==> config.mk <==
export PLATFORM = sky130hd
export DESIGN_NAME = alu_issue_stage
export DESIGN_NICKNAME = d
export VERILOG_FILES = /design/src/rtl/alu_pkg.sv /design/src/rtl/alu_op_decode.sv /design/src/rtl/alu_issue_stage.sv
export SDC_FILE = /design/constraint.sdc
export NUM_CORES = 1
export LEC_CHECK = 0
export CAP_MARGIN = 10
export CORE_AREA = 2 2 136 138
export CTS_CLUSTER_DIAMETER = 200
export DETAILED_ROUTE_END_ITERATION = 8
export DIE_AREA = 0 0 138 140
export PLACE_DENSITY = 0.86
export SLEW_MARGIN = 20
export SYNTH_ARGS = -nofsm -noshare
export SYNTH_HDL_FRONTEND = slang
export SYNTH_SLANG_ARGS = --single-unit
==> constraint.sdc <==
create_clock -name clk -period 3.05 [get_ports clk]
set_clock_uncertainty 0.15 [all_clocks]
set_input_delay 0.4575 -clock clk [delete_from_list [all_inputs] [get_ports clk]]
set_output_delay 0.4575 -clock clk [all_outputs]
set_load 0.05 [all_outputs]
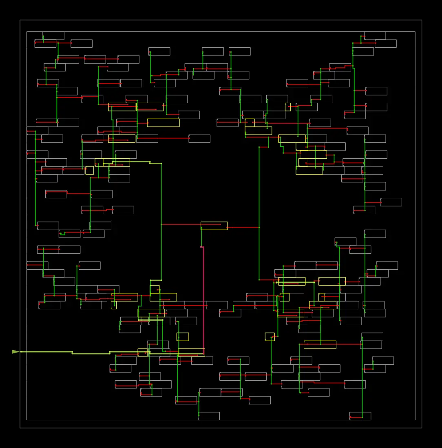
Fig. 1. Clock wiring as the flow saved it.
CTS buffer count: 17
Late-Pin Clk Latency: 400 ps
Clock Sinks: 155

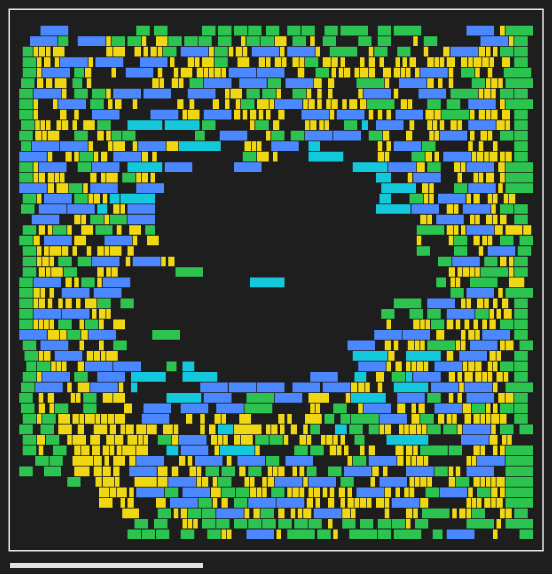
Fig. 2. Cells coloured by class.
The bar under the picture is 50 um long.
[blue] registers | cells: 155
[green] remaining buffers and delay cells | cells: 289
[cyan] clock drivers and dummy loads | cells: 32
[yellow] remaining logic cells | cells: 708
fin util: 59.61%
core box area: 17,780 um^2
sequential share of cell area: 29.28%
Site Rows: 49

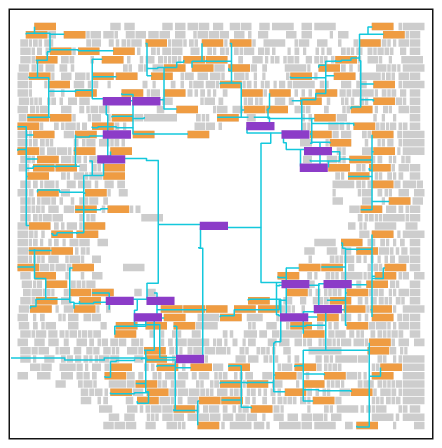
Fig. 3. Clock distribution.
[orange] flip-flops | count: 155
[cyan] clock wires | length: 1,850 um
[purple] clock-net drivers | count: 17
routed clock nets: 18
Clk network pwr share: 40.5%
Clk. pwr: 0.00210 W

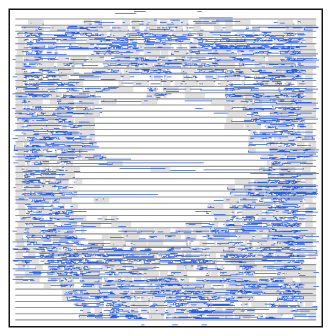
Fig. 4. Met1 routing.
Supply wires on this layer in grey. Cells faint in the background.
nets with wire on the layer: 1,182
main direction: horizontal
longest straight run: 43.7 um
wire length on this layer: 8,840 um
share of all routed wire: 42%
Routed WL: 20,950 um
met1 GRT Util: 26.11%
Via Count: 7,234

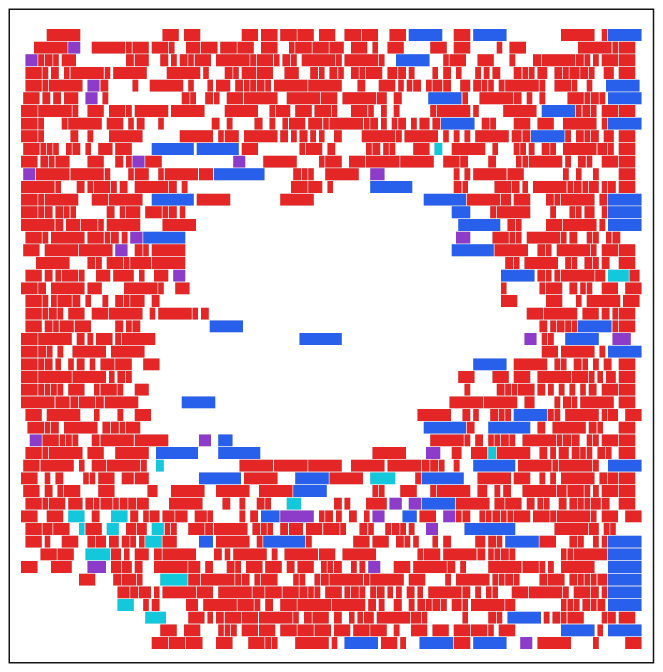
Fig. 5. Cells by drive strength.
[cyan] x2 | cells: 16
[blue] x6 and larger | cells: 63
[red] x1 and smaller | cells: 1,079
[purple] x3 and x4 | cells: 26
Signal buffers: 289
area grow syn2layout: 56.91%
final worst slack: 108.2 ps
design area: 10,600 um^2

==> results.json <==
{
  "grt_overflow": 0,
  "firstDrtPassIters": 5,
  "reg2reg_slack_ps": 1200,
  "period_needed_ps": 2942,
  "ctsHoldBuffers": 0,
  "postRouteAntennaNets": 0,
  "yosys.area_share.adder_pct": 0.3705,
  "tns_ps": 0,
  "worstPathMaxFanout": 32,
  "comb_share_pct": 31.64,
  "busiest_layer": "met2",
  "synthCells": 941,
  "cts-root-buf": "clkbuf_16",
  "slowest_stage": "clkdlybuf4s50_1",
  "avgSynthCellArea_um2": 7.177,
  "worst_pin_slew_ps": 677.0,
  "final.fill_count": 1553,
  "mostFrequentLayoutCells": "nand2_1 (334), clkdlybuf4s50_1 (229), a21oi_1 (176)",
  "top_area_share_pct": 45.94,
  "mux_share_pct": 0.1482,
  "grt_use_met2_pct": 34.76,
  "nonClkBufAreaFrac_pct": 30.63,
  "ys_sh_aoi_pct": 20.08,
  "fin_cells": 1413,
  "place_area_um2": 10000,
  "antennaDiodeCount": 0,
  "nClkBuffers": 17,
  "inv_count": 5,
  "n_sequential_cell": 155,
  "crit_arrival_ps": 2330,
  "chipWidth_um": 138,
  "path_buffers": 2,
  "synth_flops": 155,
  "post-place-ws_ps": 329.9,
  "flop_cell": "dfxtp_1",
  "final-comb-area_um2": 3353,
  "grt_pass1_wl_um": 33380,
  "nNetsFinal": 1414,
  "grt_max_degree": 88,
  "p_int_w": 0.003759,
  "outcome": "complete, no violations"
}
No activity file was given, so power comes from the tool's default toggle rates.
